**src/rtl/cdb_pkg.sv**
```systemverilog
// Shared CDB definitions: default widths, the reserved "no producer" tag and the bus record
// consumed by reservation-station CDB inputs.
package cdb_pkg;

  localparam int unsigned CDB_DATA_W = 4;
  localparam int unsigned CDB_TAG_W  = 4;

  localparam logic [CDB_TAG_W-1:0] TAG_NONE = '0;

  typedef struct packed {
    logic                  valid;
    logic [CDB_TAG_W-1:0]  tag;
    logic [CDB_DATA_W-1:0] data;
  } cdb_bus_t;

endpackage

```
**src/rtl/rr_arbiter.sv**
```systemverilog
// Combinational round-robin arbiter: picks the first requester at or after ptr, wrapping,
// and returns it both one-hot and encoded.
module rr_arbiter #(
  parameter int unsigned N     = 4,
  parameter int unsigned IDX_W = $clog2(N)
) (
  input  logic [N-1:0]     req,
  input  logic [IDX_W-1:0] ptr,
  output logic [N-1:0]     grant,
  output logic [IDX_W-1:0] idx,
  output logic             valid
);

  // One spare bit so ptr + k cannot overflow before the modulo-N fold.
  logic [IDX_W:0]   sum;
  logic [IDX_W-1:0] cand;

  always_comb begin
    grant = '0;
    idx   = '0;
    valid = 1'b0;
    sum   = '0;
    cand  = '0;
    for (int unsigned k = 0; k < N; k++) begin
      sum = {1'b0, ptr} + (IDX_W+1)'(k);
      if (sum >= (IDX_W+1)'(N)) begin
        sum = sum - (IDX_W+1)'(N);
      end
      cand = sum[IDX_W-1:0];
      if (!valid && req[cand]) begin
        valid       = 1'b1;
        idx         = cand;
        grant[cand] = 1'b1;
      end
    end
  end

endmodule

```
**src/rtl/cdb_arbiter.sv**
```systemverilog
// Common data bus owner: grants one producer per cycle round-robin and broadcasts its
// {valid, tag, data} on a registered CDB one cycle after the handshake.
module cdb_arbiter
  import cdb_pkg::*;
#(
  parameter int unsigned NUM_REQ  = 4,
  parameter int unsigned DATA_W   = CDB_DATA_W,
  parameter int unsigned TAG_W    = CDB_TAG_W,
  parameter int unsigned TAG_BASE = 1
) (
  input  logic                      clk,
  input  logic                      rst,
  input  logic [NUM_REQ-1:0]        req,
  input  logic [NUM_REQ*DATA_W-1:0] req_data,
  output logic [NUM_REQ-1:0]        accepted,
  output logic                      cdb_valid,
  output logic [TAG_W-1:0]          cdb_tag,
  output logic [DATA_W-1:0]         cdb_data
);

  localparam int unsigned PTR_W = $clog2(NUM_REQ);

  if (NUM_REQ < 2 || NUM_REQ > 8) begin : gen_bad_num_req
    $error("cdb_arbiter: NUM_REQ must be in 2..8");
  end
  if ((TAG_BASE + NUM_REQ - 1) >= (1 << TAG_W)) begin : gen_bad_tag_w
    $error("cdb_arbiter: TAG_W too narrow for TAG_BASE+NUM_REQ-1");
  end

  logic [PTR_W-1:0]   ptr_q, ptr_d;
  logic [NUM_REQ-1:0] grant;
  logic [PTR_W-1:0]   grant_idx;
  logic               grant_valid;

  logic               valid_d, valid_q;
  logic [TAG_W-1:0]   tag_d, tag_q;
  logic [DATA_W-1:0]  data_d, data_q;

  rr_arbiter #(
    .N     (NUM_REQ),
    .IDX_W (PTR_W)
  ) u_rr (
    .req   (req),
    .ptr   (ptr_q),
    .grant (grant),
    .idx   (grant_idx),
    .valid (grant_valid)
  );

  // Producers must not see a handshake while the bus is held in reset.
  assign accepted = rst ? '0 : grant;

  always_comb begin
    ptr_d   = ptr_q;
    valid_d = 1'b0;
    tag_d   = TAG_W'(TAG_NONE);
    data_d  = '0;
    if (grant_valid) begin
      ptr_d   = (grant_idx == PTR_W'(NUM_REQ - 1)) ? '0 : grant_idx + PTR_W'(1);
      valid_d = 1'b1;
      tag_d   = TAG_W'(TAG_BASE) + TAG_W'(grant_idx);
      data_d  = req_data[int'(grant_idx)*DATA_W +: DATA_W];
    end
  end

  always_ff @(posedge clk) begin
    if (rst) begin
      ptr_q   <= '0;
      valid_q <= 1'b0;
      tag_q   <= TAG_W'(TAG_NONE);
      data_q  <= '0;
    end else begin
      ptr_q   <= ptr_d;
      valid_q <= valid_d;
      tag_q   <= tag_d;
      data_q  <= data_d;
    end
  end

  assign cdb_valid = valid_q;
  assign cdb_tag   = tag_q;
  assign cdb_data  = data_q;

endmodule
```
**config.mk**
```make
export PLATFORM = sky130hd
export DESIGN_NAME = cdb_arbiter
export DESIGN_NICKNAME = d
export VERILOG_FILES = /design/src/rtl/cdb_pkg.sv /design/src/rtl/rr_arbiter.sv /design/src/rtl/cdb_arbiter.sv
export SDC_FILE = /design/constraint.sdc
export NUM_CORES = 1
export LEC_CHECK = 0
export CORE_ASPECT_RATIO = 0.8
export CORE_MARGIN = 5
export CORE_UTILIZATION = 36
export CTS_CLUSTER_SIZE = 20
export DETAILED_ROUTE_END_ITERATION = 12
export PLACE_DENSITY = 0.66
export SLEW_MARGIN = 40
export SYNTH_ARGS = -nofsm -noshare
export SYNTH_HDL_FRONTEND = slang
export SYNTH_SLANG_ARGS = --single-unit
```
**constraint.sdc**
```tcl
create_clock -name clk -period 4.77 [get_ports clk]
set_input_delay 0.954 -clock clk [delete_from_list [all_inputs] [get_ports clk]]
set_output_delay 0.954 -clock clk [all_outputs]
set_load 0.01 [all_outputs]
```
Run 1, drive-strength map:
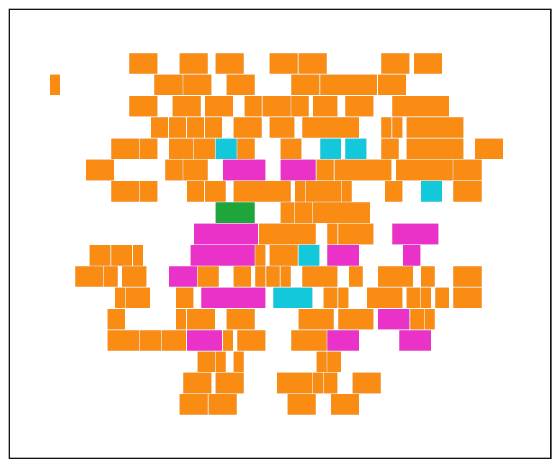
Cyan shows x3 and x4, cells 6, share 4.2%, most used clkbuf_4. Orange shows x1 and smaller, cells 122, share 86%, most used clkdlybuf4s50_1. Green shows x6 and larger, cells 1, share 0.70%, most used clkbuf_8. Magenta shows x2, cells 13, share 9.2%, most used a221o_2.
buffers outside the clock class: 35
final instance area: 1370 µm²
Final WS setup: 0.383 ns

Run 1, signal wires on met2:
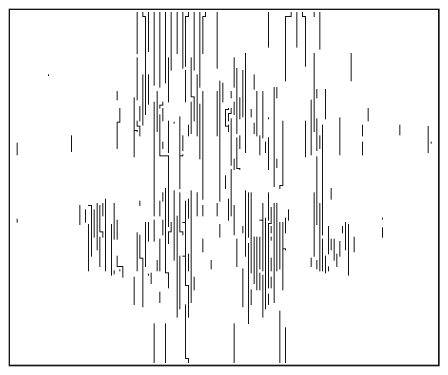
The wires run mostly vertical. 136 nets have wire on it. The layer holds 48% of the routed length.

==> flow_summary.json, run 1 <==
{
  "hpwlAfterDp_mm": 1.94,
  "drv_cap": 0,
  "ir_drop_uv": 181,
  "dieWidth_um": 69.0,
  "drv_slew": 0,
  "fp.coreArea_um2": 2720,
  "antenna_found_initial": 0,
  "yosys-stat-area_um2": 1000,
  "outcome": "completed",
  "drive_gt1_frac": 0.141,
  "post_cts_buffers": 0,
  "cts-resized-gates": 0,
  "cts_tree": "built",
  "clock_path_buffers": 2,
  "ys_top_cells_by_count": "nand2_1 (11), dfxtp_1 (10), ha_1 (9)",
  "hold_viol": 0,
  "synthesis.area_um2": 1000,
  "max_freq_mhz": 228,
  "dieArea_um2": 3940,
  "top_cell_area_share": 0.200,
  "wl_met3_um": 108,
  "endpoint_kind": "output pin",
  "powerDensity_nw_per_um2": 560,
  "clkLatencyLatePin_ns": 0.27,
  "m1WireLength_mm": 1.17,
  "worst_pin_slew_ns": 0.549,
  "antenna_cells": 0
}
Run 1, cell classes on the final placement:
The bar under the picture is 20 µm long. Fill, decap, tap and diode cells in gray.
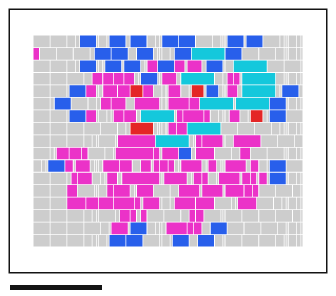
Magenta shows remaining logic cells, cells 93, share of their area 56%. Cyan shows registers, cells 10, share of their area 15%. Blue shows remaining buffers and delay cells, cells 35, share of their area 26%. Red shows clock drivers and dummy loads, cells 4, share of their area 2.8%.

==> run 1: final cells by class <==
cell class | instances | share of cell area
multi-input combinational | 89 | 0.528
timing repair buffer | 35 | 0.253
sequential | 10 | 0.147
tap | 38 | 0.0348
clock buffer | 4 | 0.0266
inverter | 4 | 0.0110
==> run 1: logic make-up (layout without fill, tap and decap cells) <==
kind of cell / count (synthesis) / in the layout / share of synthesized area
simple gates: 39 / 39 / 0.224
flops: 10 / 10 / 0.200
other cells: 1 / 1 / 0.00375
mux: 7 / 7 / 0.107
compound gates: 32 / 32 / 0.256
xor+xnor: 1 / 1 / 0.0163
fa+ha+maj: 9 / 9 / 0.113
buf+inv: 13 / 43 / 0.0800
==> run 1: through the flow <==
| stage | worst slack, ns | util | std cells |
|---|---|---|---|
| after floorplan | 1.55 | - | 112 |
| after global placement | 0.470 | 0.488 | 176 |
| after detailed placement | 0.404 | 0.488 | 176 |
| after CTS | 0.394 | 0.501 | 180 |
| after global routing | 0.250 | 0.501 | 180 |
| final | 0.383 | 0.501 | 180 |
==> run 1: path summary, 6_finish.rpt <==
kind,startpoint,to,cells past startpoint
min reg2reg,ptr_q[1],ptr_q[1],2
max reg2reg,ptr_q[1],ptr_q[1],10
min,ptr_q[1],ptr_q[1],2
max,req[2],accepted[2],7
==> run 1: flip-flops by register name (all words and copies together) (netlist names) <==
register / flops
ptr_q: 2
cdb_tag: 3
cdb_data: 4
cdb_valid: 1
==> run 1: cells in the final DEF, fill, tap and decap left out, types with 2 or more instances in the layout <==
master,synthesis,final
a21oi_1,6,6
and2_1,4,4
a221o_2,4,4
nor4b_1,2,2
a31oi_1,3,3
nor2_1,4,4
nand2_1,11,11
a211oi_1,3,3
buf_4,3,2
mux4_2,3,3
dfxtp_1,10,10
and3_1,7,7
inv_1,4,4
clkdlybuf4s50_1,0,33
o21ai_0,4,4
a211oi_2,2,2
clkbuf_4,0,3
mux2i_1,4,4
a311oi_1,3,3
ha_1,9,9
==> run 1: power by group <==
| part | total (µW) | internal (µW) | switching, µW |
|---|---|---|---|
| Combinational | 557 | 274 | 283 |
| Clock | 75.7 | 46.3 | 29.4 |
| Sequential | 132 | 115 | 17.1 |
==> run 1: worst max-delay path: stages <==
cell and delay [ns]:
clkdlybuf4s50_1 0.69, or3b_1 0.39, a2111o_1 0.41, nand2_1 0.18, nand2_1 0.09, a21oi_1 0.15, clkdlybuf4s50_1 0.56
==> run 1: metal layers <==
layer  GRT usage  vias to the layer above
met2       0.197                       22
met3      0.0374                        2
li1            -                      483
met1       0.203                      439
met5           0                        -
met4      0.0250                        0
==> run 2, diff against run 1 <==
--- a/config.mk
+++ b/config.mk
@@ -11,6 +11,7 @@
 export CTS_CLUSTER_SIZE = 20
 export DETAILED_ROUTE_END_ITERATION = 12
 export PLACE_DENSITY = 0.66
+export SKIP_CTS_REPAIR_TIMING = 1
 export SLEW_MARGIN = 40
 export SYNTH_ARGS = -nofsm -noshare
 export SYNTH_HDL_FRONTEND = slang
==> flow_summary.json, run 2 <==
{
  "drv_cap": 0,
  "crit_chain": "clkdlybuf4s50_1 -> or3b_1 -> a2111o_1 -> nand2_1 -> nand2_1 -> a21oi_1 -> clkdlybuf4s50_1",
  "powerDensity_nw_per_um2": 560,
  "cpPeakStageDelay_ns": 0.69,
  "r2r_start": "ptr_q[1]",
  "combPwrFrac": 0.728,
  "top_cell_area_share": 0.200,
  "cts_tree": "built",
  "synthesis.area_um2": 1000,
  "outcome": "completed",
  "place_ws_ns": 0.404,
  "clockPowerShare": 0.099,
  "clkLatencyLatePin_ns": 0.27,
  "path_buffers": 2,
  "pwr-share-seq": 0.173,
  "clock_path_buffers": 2,
  "hpwlAfterDp_mm": 1.94,
  "power.internal_uw": 435,
  "worst_r2r_path_depth": 10,
  "dieArea_um2": 3940,
  "worst_pin_slew_ns": 0.549,
  "dieWidth_um": 69.0,
  "drive_gt1_frac": 0.141,
  "antenna_cells": 0,
  "endpoint_kind": "output pin",
  "crit_family": "buffers and inverters",
  "fin_ws_ns": 0.383,
  "min_path_cells": 2,
  "largest_reg_flops": 4,
  "p_switching_uw": 329,
  "ir_drop_uv": 181,
  "crit_slowest_cell": "clkdlybuf4s50_1",
  "mostFrequentLayoutCell": "clkdlybuf4s50_1",
  "rr_endpoint": "ptr_q[1]",
  "max_freq_mhz": 228,
  "antenna_found_initial": 0,
  "p_sw_frac": 0.431,
  "hold_viol": 0,
  "final_layout_top_logic_cells": "clkdlybuf4s50_1 (33), nand2_1 (11), dfxtp_1 (10), ha_1 (9), and3_1 (7)"
}
==> run 2: logic make-up (layout without fill, tap and decap cells) <==
logic type	count (synthesis)	after routing	share of synthesized area
buffers and inverters	13	43	0.0800
XOR/XNOR	1	1	0.0163
AND-OR/OR-AND	32	32	0.256
other	1	1	0.00375
multiplexers	7	7	0.107
AND/OR/NAND/NOR	39	39	0.224
adder cells (fa/ha/maj)	9	9	0.113
flip-flops	10	10	0.200
==> run 2: how the worst max path moves through the flow <==
stage               startpoint          end  slack [ns]  cells past startpoint
finish                  req[2]  accepted[2]        0.38                      7
CTS                     req[2]  accepted[2]        0.39                      7
detailed placement      req[2]  accepted[2]        0.40                      7
global placement        req[2]  accepted[1]        0.47                      7
global route            req[2]  accepted[3]        0.25                      7
floorplan               req[1]  accepted[2]        1.55                      6
==> run 2: metrics by stage <==
step / total power [µW] / cells / util / area (µm²)
detailed placement: 688 / 176 / 0.488 / 1330
floorplan: 546 / 112 / - / 1000
global placement: 680 / 176 / 0.488 / 1330
global route: 835 / 180 / 0.501 / 1370
CTS: 767 / 180 / 0.501 / 1370
finish: 765 / 180 / 0.501 / 1370
==> run 2: final cells by class <==
class	instances	area, µm²	share of cell area
flip-flops and latches	10	200	0.147
multi-input cells	89	721	0.528
well taps	38	47.5	0.0348
clock buffers	4	36.3	0.0266
repair buffers	35	345	0.253
inverters	4	15.0	0.0110
==> run 2: power groups by stage <==
| stage | sequential (µW) | combinational [µW] | clock (µW) |
|---|---|---|---|
| floorplan | 147 | 399 | 0 |
| global placement | 134 | 546 | 0 |
| detailed placement | 135 | 553 | 0 |
| CTS | 133 | 556 | 77.9 |
| global route | 138 | 613 | 84.4 |
| finish | 132 | 557 | 75.7 |
==> run 2: worst min-delay path, cell delays in order, from the launching register on <==
cell and delay [ns]:
dfxtp_1 0.43, nand2_1 0.11, a21oi_1 0.05
==> run 2: metal layers <==
layer  wire (µm)  share of wire  vias to the layer above  GRT usage
met5           0              0                        -          0
met4          14         0.0057                        0     0.0250
met3         108          0.044                        2     0.0374
met2        1180           0.48                       22      0.197
met1        1170           0.47                      439      0.203
li1            -              -                      483          -
Run 2, cell classes on the final placement:
The bar under the picture is 20 µm long. Fill, decap, tap and diode cells in gray.
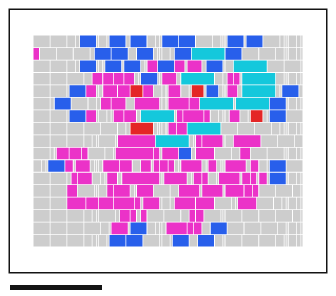
Blue shows remaining buffers and delay cells, cells 35, share of their area 26%. Red shows clock drivers and dummy loads, cells 4, share of their area 2.8%. Cyan shows registers, cells 10, share of their area 15%. Magenta shows remaining logic cells, cells 93, share of their area 56%.

==> run 3, diff against run 2 <==
--- a/config.mk
+++ b/config.mk
@@ -8,6 +8,7 @@
 export CORE_ASPECT_RATIO = 0.8
 export CORE_MARGIN = 5
 export CORE_UTILIZATION = 36
+export CTS_CLUSTER_DIAMETER = 150
 export CTS_CLUSTER_SIZE = 20
 export DETAILED_ROUTE_END_ITERATION = 12
 export PLACE_DENSITY = 0.66
==> flow_summary.json, run 3 <==
{
  "clock_path_buffers": 2,
  "worstSetupEndpoint": "accepted[2]",
  "worst_r2r_path_depth": 10,
  "place_ws_ns": 0.404,
  "worst_pin_slew_ns": 0.549,
  "ir_drop_uv": 181,
  "dieArea_um2": 3940,
  "avgSynthCellArea_um2": 8.94,
  "syn_to_final_growth_pct": 36.4,
  "hold_viol": 0,
  "antenna_found_initial": 0,
  "final_util": 0.501,
  "antenna_cells": 0,
  "fin_ws_ns": 0.383,
  "drt_iter0_markers": 52,
  "synthesis.area_um2": 1000,
  "cts_tree": "built",
  "max_freq_mhz": 228,
  "r2r_start": "ptr_q[1]",
  "dieWidth_um": 69.0,
  "drtAntennaViolNets": 0,
  "cp-startpoint": "req[2]",
  "ys_top_cells_by_count": "nand2_1 (11), dfxtp_1 (10), ha_1 (9)",
  "tns_ns": 0,
  "hpwlAfterDp_mm": 1.94,
  "drv_cap": 0,
  "powerDensity_nw_per_um2": 560,
  "final_layout_top_logic_cells": "clkdlybuf4s50_1 (33), nand2_1 (11), dfxtp_1 (10), ha_1 (9), and3_1 (7)",
  "cp.required_ns": 3.82,
  "power_uw": 765,
  "outcome": "completed",
  "rr_endpoint": "ptr_q[1]",
  "top_cell_area_share": 0.200
}
==> run 3: routing by layer <==
layer  up-vias  track usage  share of wire
li1        483            -              -
met1       439        0.203           0.47
met2        22        0.197           0.48
met3         2       0.0374          0.044
met4         0       0.0250         0.0057
met5         -            0              0
==> run 3: metrics by stage <==
stage               instance area (µm²)  std cells
finish                             1370        180
global route                       1370        180
CTS                                1370        180
detailed placement                 1330        176
global placement                   1330        176
floorplan                          1000        112
==> run 3: kinds of logic (layout without fill, tap and decap cells) <==
| logic type | count (synthesis) | in the layout | synth area share |
|---|---|---|---|
| flops | 10 | 10 | 0.200 |
| fa+ha+maj | 9 | 9 | 0.113 |
| xor+xnor | 1 | 1 | 0.0163 |
| simple gates | 39 | 39 | 0.224 |
| buf+inv | 13 | 43 | 0.0800 |
| other cells | 1 | 1 | 0.00375 |
| compound gates | 32 | 32 | 0.256 |
| mux | 7 | 7 | 0.107 |
==> run 3: worst min path at each step <==
stage / end / slack [ns] / depth (start not counted)
detailed placement: ptr_q[1] / 0.64 / 2
CTS: ptr_q[1] / 0.65 / 2
global route: ptr_q[1] / 0.71 / 2
floorplan: ptr_q[1] / 0.55 / 2
global placement: ptr_q[1] / 0.63 / 2
finish: ptr_q[1] / 0.63 / 2
==> run 3: final cells by class <==
class | instances | area (µm²) | share of cell area
clock buffer | 4 | 36.3 | 0.0266
inverter | 4 | 15.0 | 0.0110
multi-input combinational | 89 | 721 | 0.528
sequential | 10 | 200 | 0.147
tap | 38 | 47.5 | 0.0348
timing repair buffer | 35 | 345 | 0.253
==> run 3: report_power, final <==
group | internal [µW] | switching, µW | total (µW)
clock | 46.3 | 29.4 | 75.7
sequential | 115 | 17.1 | 132
combinational | 274 | 283 | 557
==> run 3: worst max-delay path, cell delays in order <==
cell and delay (ns):
clkdlybuf4s50_1 0.69, or3b_1 0.39, a2111o_1 0.41, nand2_1 0.18, nand2_1 0.09, a21oi_1 0.15, clkdlybuf4s50_1 0.56
Run 3, the clock network:
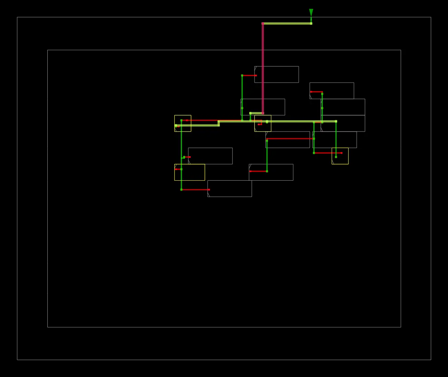
Latency at later pin: 0.27 ns
# clk buffers: 4

Power is estimated from default activity; no workload was simulated.
